--- config.mk ---
export PLATFORM = sky130hd
export DESIGN_NAME = explosion_sprite_animator
export DESIGN_NICKNAME = d
export VERILOG_FILES = /design/src/rtl/explosion_sprite_animator.sv
export SDC_FILE = /design/constraint.sdc
export NUM_CORES = 1
export LEC_CHECK = 0
export ABC_AREA = 1
export CELL_PAD_IN_SITES_DETAIL_PLACEMENT = 1
export CELL_PAD_IN_SITES_GLOBAL_PLACEMENT = 1
export CORE_ASPECT_RATIO = 0.8
export CORE_UTILIZATION = 37
export DETAILED_ROUTE_END_ITERATION = 10
export GPL_ROUTABILITY_DRIVEN = 1
export PLACE_DENSITY_LB_ADDON = 0.1
export REMOVE_ABC_BUFFERS = 1
export SLEW_MARGIN = 15
export SYNTH_ARGS = -nofsm -noshare
export SYNTH_HDL_FRONTEND = slang
export SYNTH_SLANG_ARGS = --single-unit
--- constraint.sdc ---
create_clock -name Clk -period 3.3 [get_ports Clk]
set_input_delay 0.66 -clock Clk [delete_from_list [all_inputs] [get_ports Clk]]
set_output_delay 0.66 -clock Clk [all_outputs]
set_load 0.02 [all_outputs]
--- src/rtl/explosion_sprite_animator.sv ---
// explosion_sprite_animator
//   Plays a multi-frame explosion sprite at a triggered screen position. For
//   every VGA pixel it produces a 4-bit palette index. Sprite pixels come from
//   an external synchronous ROM that holds all frames back to back.
//   Animation timing comes from frame_clk (VGA vsync).
//
// Ports
//   Clk        system / pixel-domain clock
//   Reset      asynchronous, active-high reset
//   frame_clk  vsync level input; a rising edge marks a new video frame
//   trigger    1-cycle pulse that starts or restarts the explosion
//   trig_x/y   sprite top-left corner, sampled while trigger=1
//   DrawX/Y    current pixel coordinate from the VGA controller
//   rom_addr   sprite ROM address (combinational from DrawX/DrawY)
//   rom_data   ROM palette index, valid one Clk after rom_addr
//   pixel_idx  palette index, or TRANSP when the pixel is outside the sprite
//   pixel_on   the pixel is inside the sprite and not transparent
//   busy       the animation is playing
//
// State | meaning
// IDLE  | no explosion on screen; frame_clk edges are ignored
// PLAY  | sprite drawn at pos; frame_clk edges advance hold/frame counters

module explosion_sprite_animator #(
  parameter int          SPR_W      = 32,
  parameter int          SPR_H      = 32,
  parameter int          NUM_FRAMES = 8,
  parameter int          FRAME_HOLD = 4,
  parameter int          ADDR_W     = 13,
  parameter logic [3:0]  TRANSP     = 4'hF
) (
  input  logic              Clk,
  input  logic              Reset,
  input  logic              frame_clk,
  input  logic              trigger,
  input  logic [9:0]        trig_x,
  input  logic [9:0]        trig_y,
  input  logic [9:0]        DrawX,
  input  logic [9:0]        DrawY,
  output logic [ADDR_W-1:0] rom_addr,
  input  logic [3:0]        rom_data,
  output logic [3:0]        pixel_idx,
  output logic              pixel_on,
  output logic              busy
);

  localparam int XW      = $clog2(SPR_W);
  localparam int YW      = $clog2(SPR_H);
  localparam int FRAME_W = (NUM_FRAMES > 1) ? $clog2(NUM_FRAMES) : 1;
  localparam int HOLD_W  = (FRAME_HOLD > 1) ? $clog2(FRAME_HOLD) : 1;

  typedef enum logic {
    ST_IDLE,
    ST_PLAY
  } state_t;

  state_t             state_q, state_d;
  logic [FRAME_W-1:0] frame_q, frame_d;
  logic [HOLD_W-1:0]  hold_q, hold_d;
  logic [9:0]         pos_x_q, pos_x_d;
  logic [9:0]         pos_y_q, pos_y_d;
  logic               hit_q, hit_d;
  logic               fc_q, fc_d;

  logic               fc_edge;
  logic               in_x, in_y;
  logic [XW-1:0]      off_x;
  logic [YW-1:0]      off_y;

  always_ff @(posedge Clk or posedge Reset) begin
    if (Reset) begin
      state_q <= ST_IDLE;
      frame_q <= '0;
      hold_q  <= '0;
      pos_x_q <= '0;
      pos_y_q <= '0;
      hit_q   <= 1'b0;
      // Reset high so a frame_clk already high at release is not seen as an edge.
      fc_q    <= 1'b1;
    end else begin
      state_q <= state_d;
      frame_q <= frame_d;
      hold_q  <= hold_d;
      pos_x_q <= pos_x_d;
      pos_y_q <= pos_y_d;
      hit_q   <= hit_d;
      fc_q    <= fc_d;
    end
  end

  assign fc_d    = frame_clk;
  assign fc_edge = frame_clk & ~fc_q;

  // Next-state logic. A trigger always wins over a coincident frame_clk edge.
  always_comb begin
    state_d = state_q;
    frame_d = frame_q;
    hold_d  = hold_q;
    pos_x_d = pos_x_q;
    pos_y_d = pos_y_q;

    if (trigger) begin
      state_d = ST_PLAY;
      frame_d = '0;
      hold_d  = '0;
      pos_x_d = trig_x;
      pos_y_d = trig_y;
    end else if (state_q == ST_PLAY && fc_edge) begin
      if (hold_q != HOLD_W'(FRAME_HOLD - 1)) begin
        hold_d = hold_q + HOLD_W'(1);
      end else begin
        hold_d = '0;
        if (frame_q == FRAME_W'(NUM_FRAMES - 1)) begin
          state_d = ST_IDLE;
          frame_d = '0;
        end else begin
          frame_d = frame_q + FRAME_W'(1);
        end
      end
    end
  end

  // Bounds are compared in 11 bits so a sprite near the right/bottom edge
  // clips instead of wrapping around to the left/top of the screen.
  always_comb begin
    in_x = ({1'b0, DrawX} >= {1'b0, pos_x_q}) &&
           ({1'b0, DrawX} <  ({1'b0, pos_x_q} + 11'(SPR_W)));
    in_y = ({1'b0, DrawY} >= {1'b0, pos_y_q}) &&
           ({1'b0, DrawY} <  ({1'b0, pos_y_q} + 11'(SPR_H)));
    hit_d = (state_q == ST_PLAY) && in_x && in_y;
  end

  assign off_x = XW'(DrawX - pos_x_q);
  assign off_y = YW'(DrawY - pos_y_q);

  // SPR_W and SPR_H are powers of two, so frame*W*H + y*W + x is a plain concat.
  assign rom_addr = hit_d ? ADDR_W'({frame_q, off_y, off_x}) : '0;

  // hit_q lines up with the ROM's one-cycle read latency.
  assign pixel_idx = hit_q ? rom_data : TRANSP;
  assign pixel_on  = hit_q && (rom_data != TRANSP);
  assign busy      = (state_q == ST_PLAY);

endmodule

==> flow_summary.toml, run 1 <==
# generated from flow reports
[run_status]
run_status = "complete, no violations"

[final_timing]
final-setup-viol-count = 0
final_min_period_over_clock_period = 0.997
timing_hold_violations_final = 0
finalClockSkew_ns = 0.00464
timing.final.ws_setup_ns = 0.00987
timing_max_transition_violations_final = 0
setup_tns_final_ns = 0
max_slew_margin = 0.727
fmax_mhz = 304
max_slew.worst_pin.slew_ns = 0.410
finalCriticalPeriod_ns = 3.29

[synth]
largest_area_cell = "dfrtp_1"
yosysChipArea_um2 = 2300
yosys.area.top_type_share = 0.293
synth-edff-count = 0
synthDistinctLibCells = 27
synth.yosys.num_cells = 303
syn-mean-instance-area_um2 = 7.61
ys_seq_elements = 28
synth_warnings = 0
most_repeated_cell_in_the_gate_level_netlist_after_synthesis = "nand2_1"
syn-cell-area_um2 = 2300
post_synth_inst_count = 303
ys_top_cells_by_area = "dfrtp_1 29%, ha_1 19%, nand2_1 12%"
register_share_after_synthesis = 0.305
async_flop_share = 1.00
yosys-top-cells-count = "72 x nand2_1, 50 x inv_1, 35 x ha_1"
yosys_most_used_dff = "dfrtp_1"

[power]
power-per-cell-area_nw_per_um2 = 339
peakVddDrop_mv = 0.177
total_chip_power_uw = 1210
sequentialPowerShare = 0.334
clock_group_share_of_total_power = 0.194
power_report.internal_total_uw = 761
power_leakage_uw = 0.00179
power_switching_share = 0.371
proportion_of_power_drawn_by_combinational_gates = 0.472
netSwitchingPower_uw = 448

[clocking]
cts_h_tree_depth = 1
path_clk_slew_ns = 0.11
cts_root_buf = "clkbuf_8"
worstSkewPairLatency_ns = 0.29
cts_tree = "done"
cts_max_path_buffers = 2
number_of_cts_inserted_buffers = 3
numClockSinks = 28

[worst_setup_path]
timing.critical_path.fanout_max = 6
critPathTopFamily = "simple AND/OR/NAND/NOR gates"
cp_data_required_time_ns = 2.64
critical_path_arrival_ns = 2.63
critPathMostFrequentCell = "nand2_1"
crit_path_cell_chain = "clkdlybuf4s50_1, ha_4, nand2_1, nor2_1, nand2_1, nand3_1, nand2_1, nand2_1, nand2_2, nor2_4, nand2_4, buf_16, nor2_4, buf_6"
crit_path_end_kind = "primary output"
rrSetupSlack_ns = 1.18
cp_slowest_cell = "clkdlybuf4s50_1"
critical_path_class = "in2out"
start_kind = "primary input"
critical_path_buf_inv_count = 3
slowest_delay_ns = 0.47

[global_route]
grt_pass1_wl_um = 11500
number_of_antenna_violations_at_the_first_check_in_global_routing = 0
grt_start_max_net_pins = 33
globalRouteTotalUtil = 0.224
grt_remaining_overflow = 0
grt_pass1_vias = 2433

[die]
pin_count = 67
floorplan.rows = 25
dieArea_um2 = 6550
fp-utilization = 0.386
die_w_um = 90.2
core_um2 = 5970
die_height_um = 72.6

[final_layout]
fraction_of_layout_cells_with_a_size_suffix_above_1 = 0.236
post_layout_instance_count_excluding_filler_cells = 480
area.growth.synth_to_final_pct = 54.6
insertedDiodeCount = 0
finalNetCount = 485
final_design_area_no_fill_um2 = 3560
fillerInstances = 709

[route]
routed_wirelength_normalized_by_instance_count_um = 14.9
drc_errors = 0
detail_route.first_pass.iterations = 4
vias_per_cell = 4.77
drt-initial-drc-count = 55
postRouteAntennaNets = 0

[job]
warnings = 27
cap_violations = 0

[placed_design]
dpl_worst_slack_ns = -0.458
routabilityCongestion = 0.809
dpl_cell_area_um2 = 3240
port_buffers = 66
hpwl_um = 5180
numPlacedInstances = 470

[worst_hold_path]
hold_class = "reg2reg"
run 1: power groups by stage:
stage	registers [uW]	logic [uW]	clock network, uW
detailed placement	411	489	0
floorplan	405	274	0
CTS	405	513	241
global route	410	632	256
finish	404	571	234
global placement	409	471	0
run 1: repair_timing:
| action | 4_1_cts | 5_1_grt |
|---|---|---|
| setup buffers | 1 | 4 |
| pin swaps | 3 | 12 |
| endpoints found under the hold margin | 0 | 0 |
| gates resized | 78 | 40 |
| gates cloned | 1 | 0 |
| hold buffers | 0 | 0 |
| setup endpoints to repair | 13 | 13 |
run 1: kinds of logic after synthesis:
logic type | Yosys count | share of synthesized area
and+or+nand+nor | 130 | 0.253
DFF | 28 | 0.305
AOI/OAI and AO/OA | 40 | 0.0950
adders and majority gates | 37 | 0.207
buffers and inverters | 56 | 0.0945
xor gates and xnor gates | 12 | 0.0456
run 1: cell type report:
class	instances	area, um^2	share of cell area
tap	81	101	0.0285
sequential	28	702	0.197
multi-input combinational	219	1560	0.439
inverter	51	191	0.0537
clock buffer	4	55.1	0.0155
timing repair buffer	97	948	0.266
run 1: final timing paths:
path | from | to | cells after the start
min | hold_q[1] | hold_q[1] | 2
max reg2reg | pos_y_q[5] | hit_q | 13
max | DrawY[5] | rom_addr[11] | 14
min in group asynchronous | Reset | pos_y_q[0] | 3
max in group asynchronous | Reset | fc_q | 3
min reg2reg | hold_q[1] | hold_q[1] | 2
run 1: worst min-delay path, stage by stage (launching register included):
cell and delay, ns:
dfrtp_1 0.36, nand2_1 0.05, nand2_1 0.06
run 1: metrics by stage:
stage                     hold WS, ns   util
after global placement          0.472  0.542
final                           0.502  0.596
after detailed placement        0.486  0.542
after floorplan                 0.446      -
after global routing            0.533  0.596
after CTS                       0.511  0.559
run 1: flip-flops by register name (all words and copies together) (netlist names):
| register | cells |
|---|---|
| pos_y_q | 10 |
| frame_q | 3 |
| fc_q | 1 |
| hit_q | 1 |
| hold_q | 2 |
| pos_x_q | 10 |
| busy | 1 |
run 1: layer usage:
metal  global-route usage  vias up  wire, um
met1                0.285     1084      3340
met2                0.403       52      3510
li1                     -     1149         -
met3               0.0365        6       245
met4               0.0538        0        74
met5                    0        -         0
run 1: cell usage in the layout (no fill, tap or decap), drive strengths merged, types with 2 or more instances in the layout:
master	n
nand3	15
nor2	31
clkbuf	4
nor3	3
buf	44
a21o	3
a21oi	10
clkdlybuf4s50	48
a31oi	2
o21a	2
dlymetal6s2s	5
xor2	6
xnor2	6
inv	50
nand2	75
ha	35
dfrtp	27
or2	5
fa	2
o21ai	22
run_1/layer_met1.png
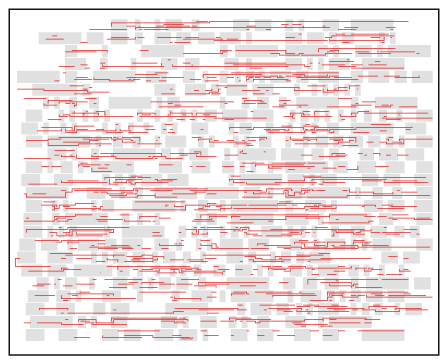
The wires run mostly horizontal. The layer carries 3,340 um of wire.
M1 GR Usage: 0.285
final wirelength: 7170 um
via count: 2,291

run_1/layer_met2.png
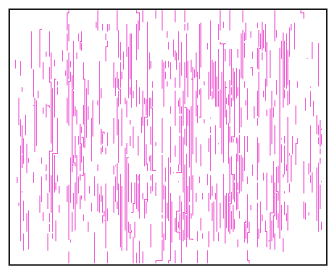
The layer holds 49% of the routed length. The wires run mostly vertical.
GR met2 Demand/Resource: 0.403

run_1/layer_met3.png
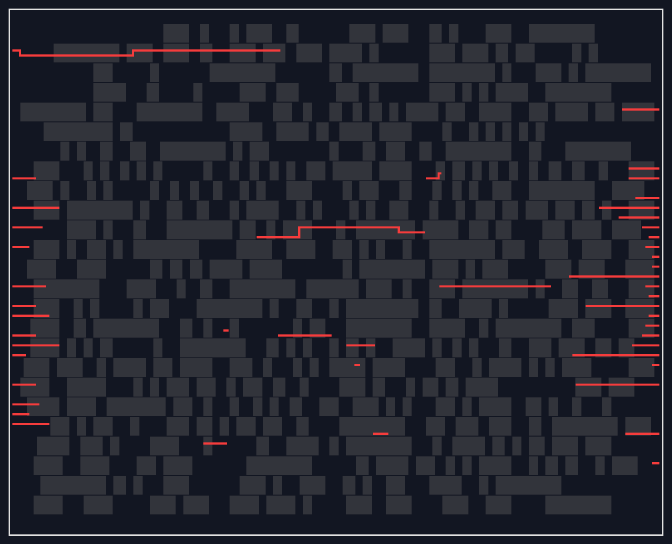
The layer carries 246 um of wire. The layer holds 3.4% of the routed length. The longest straight run is 20.2 um. The wires run mostly horizontal. 45 nets have wire on it.

run_1/flops_by_reg.png
The bar under the picture is 20 um long.
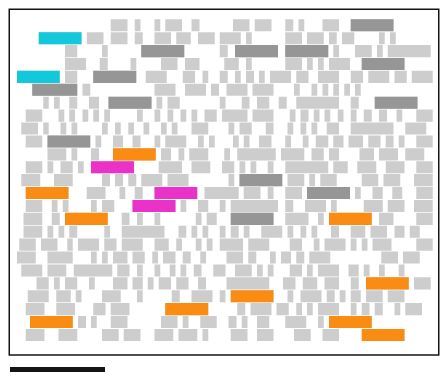
Key: magenta = frame_q [flops 3]; cyan = hold_q [flops 2]; orange = pos_y_q [flops 10]

==> inputs of run 2 (changes only) <==
Settings changed: CAP_MARGIN from default to 40.
run_2/layer_met3.png
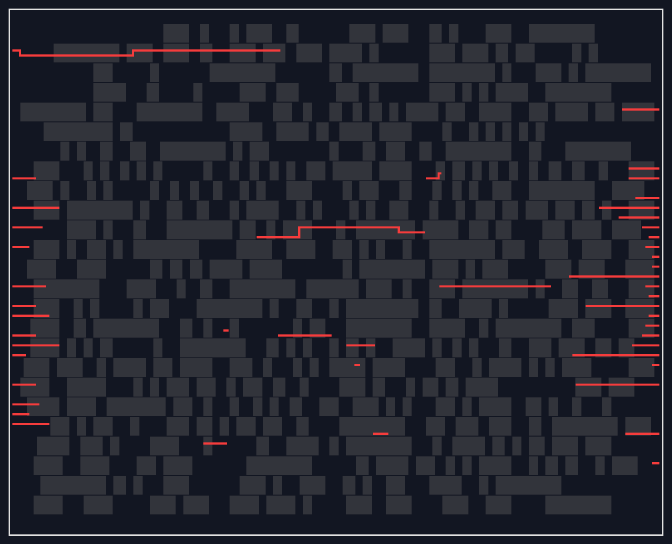
45 nets have wire on it. The layer carries 246 um of wire. The layer holds 3.4% of the routed length. The longest straight run is 20.2 um.
met3 Track Usage GR: 0.0365

run_2/layer_met1.png
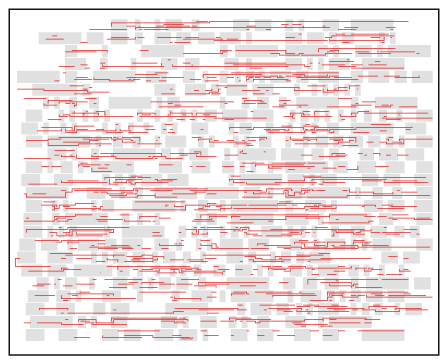
The layer carries 3,340 um of wire. The wires run mostly horizontal. 430 nets have wire on it. The layer holds 47% of the routed length. The longest straight run is 41.9 um.

==> run 2 against run 1 <==
Against the previous run:
- area after synthesis stayed put
- power stayed put
- non-clock buffer count stayed put
- via count stayed put
- first-iteration DRC count stayed put
- sequential share of layout area stayed put
- synthesized cell count stayed put
- critical path depth stayed put
- worst hold slack stayed put
- largest power group unchanged
- highest routed layer unchanged
==> flow_summary.toml, run 2 <==
# generated from flow reports
[synth]
synth-edff-count = 0
yosys_most_used_dff = "dfrtp_1"
post_synth_inst_count = 303
synth_warnings = 0
largest_area_cell = "dfrtp_1"
synth.yosys.num_cells = 303
yosysChipArea_um2 = 2300
ys_top_cells_by_area = "dfrtp_1 29%, ha_1 19%, nand2_1 12%"
most_repeated_cell_in_the_gate_level_netlist_after_synthesis = "nand2_1"
async_flop_share = 1.00
register_share_after_synthesis = 0.305
yosys-top-cells-count = "72 x nand2_1, 50 x inv_1, 35 x ha_1"
syn-mean-instance-area_um2 = 7.61

[worst_setup_path]
crit_path_end_kind = "primary output"
cp_data_required_time_ns = 2.64
rrSetupSlack_ns = 1.18
rr_endpoint = "hit_q"
critical_path.reg2reg.startpoint = "pos_y_q[5]"
r2r.worst_path.cells = 13

[final_layout]
fillerInstances = 709
layout_top_cell = "nand2_1"
register_area_um2 = 702
finalNetCount = 485
most-common-layout-cells = "71 x nand2_1, 48 x clkdlybuf4s50_1, 47 x inv_1"
post_layout_instance_count_excluding_filler_cells = 480
final_design_area_no_fill_um2 = 3560
insertedDiodeCount = 0

[power]
power_switching_share = 0.371
sequentialPowerShare = 0.334
proportion_of_power_drawn_by_combinational_gates = 0.472
clock_group_share_of_total_power = 0.194
total_chip_power_uw = 1210

[die]
pin_count = 67
fp-utilization = 0.386
die_w_um = 90.2
die_height_um = 72.6

[final_timing]
final_min_period_over_clock_period = 0.997
finalCriticalPeriod_ns = 3.29
finalClockSkew_ns = 0.00464
timing_hold_violations_final = 0
fmax_mhz = 304
timing_max_transition_violations_final = 0

[route]
drt-initial-drc-count = 55
detail_route.wirelength_um = 7170
vias_per_cell = 4.77

[global_route]
globalRouteTotalUtil = 0.224
number_of_antenna_violations_at_the_first_check_in_global_routing = 0
grt_start_max_net_pins = 33
grt_pass1_vias = 2433
grt_remaining_overflow = 0

[worst_hold_path]
min_delay_endpoint = "hold_q[1]"
worstHoldPathCells = 2
hold_path_startpoint = "hold_q[1]"

[job]
cap_violations = 0

[clocking]
cts_tree = "done"
numClockSinks = 28
path_clk_slew_ns = 0.11
number_of_cts_inserted_buffers = 3

[placed_design]
routabilityCongestion = 0.809

[run_status]
run_status = "complete, no violations"
[run 2: cell counts after synthesis]
Identical to the previous run, type by type.
[run 2: power by group through the flow]
| stage | Combinational (uW) | Clock, uW | Sequential (uW) |
|---|---|---|---|
| floorplan | 274 | 0 | 405 |
| global placement | 471 | 0 | 409 |
| detailed placement | 489 | 0 | 411 |
| CTS | 513 | 241 | 405 |
| global route | 632 | 256 | 410 |
| finish | 571 | 234 | 404 |
[run 2: final cells by class]
| cell class | instances | share of cell area |
|---|---|---|
| clock buffer | 4 | 0.0155 |
| timing repair buffer | 97 | 0.266 |
| inverter | 51 | 0.0537 |
| multi-input combinational | 219 | 0.439 |
| sequential | 28 | 0.197 |
| tap | 81 | 0.0285 |
[run 2: routing by layer]
layer | GRT usage | vias up | wire, um | share of wire
li1 | - | 1149 | - | -
met1 | 0.285 | 1084 | 3340 | 0.47
met2 | 0.403 | 52 | 3510 | 0.49
met3 | 0.0365 | 6 | 245 | 0.034
met4 | 0.0538 | 0 | 74 | 0.010
met5 | 0 | - | 0 | 0
[run 2: logic make-up (layout without fill, tap and decap cells)]
kind of cell / Yosys count / in the layout / synth area share
compound gates: 40 / 40 / 0.0950
xor+xnor: 12 / 12 / 0.0456
fa+ha+maj: 37 / 37 / 0.207
buf+inv: 56 / 152 / 0.0945
flops: 28 / 28 / 0.305
simple gates: 130 / 130 / 0.253
[run 2: through the flow]
step / worst slack [ns] / hold WS, ns
global route: -0.0971 / 0.533
global placement: -0.355 / 0.472
CTS: 0.00173 / 0.511
finish: 0.00987 / 0.502
detailed placement: -0.458 / 0.486
floorplan: 0.515 / 0.446
[run 2: worst max path at each step]
stage,from,endpoint,slack (ns),depth (start not counted)
6_report,DrawY[5],rom_addr[11],0.01,14
5_1_grt,DrawY[3],rom_addr[11],-0.1,14
3_3_place_gp,DrawY[0],rom_addr[12],-0.35,17
3_5_place_dp,DrawX[0],rom_addr[1],-0.46,17
2_1_floorplan,DrawY[0],rom_addr[0],0.52,14
4_1_cts,DrawX[0],rom_addr[3],0.002,17
[run 2: worst max-delay path: stages]
cell and delay, ns:
clkdlybuf4s50_1 0.47, ha_4 0.31, nand2_1 0.07, nor2_1 0.16, nand2_1 0.09, nand3_1 0.07
nand2_1 0.05, nand2_1 0.07, nand2_2 0.06, nor2_4 0.12, nand2_4 0.09, buf_16 0.16
nor2_4 0.12, buf_6 0.12
[run 2: what timing repair did]
| item | CTS | global route |
|---|---|---|
| pin swaps | 3 | 12 |
| buffers inserted | 1 | 4 |
| endpoints found under the setup margin | 13 | 13 |
| gates cloned | 1 | 0 |
| gates resized | 78 | 40 |
Power and IR drop assume default switching activity.
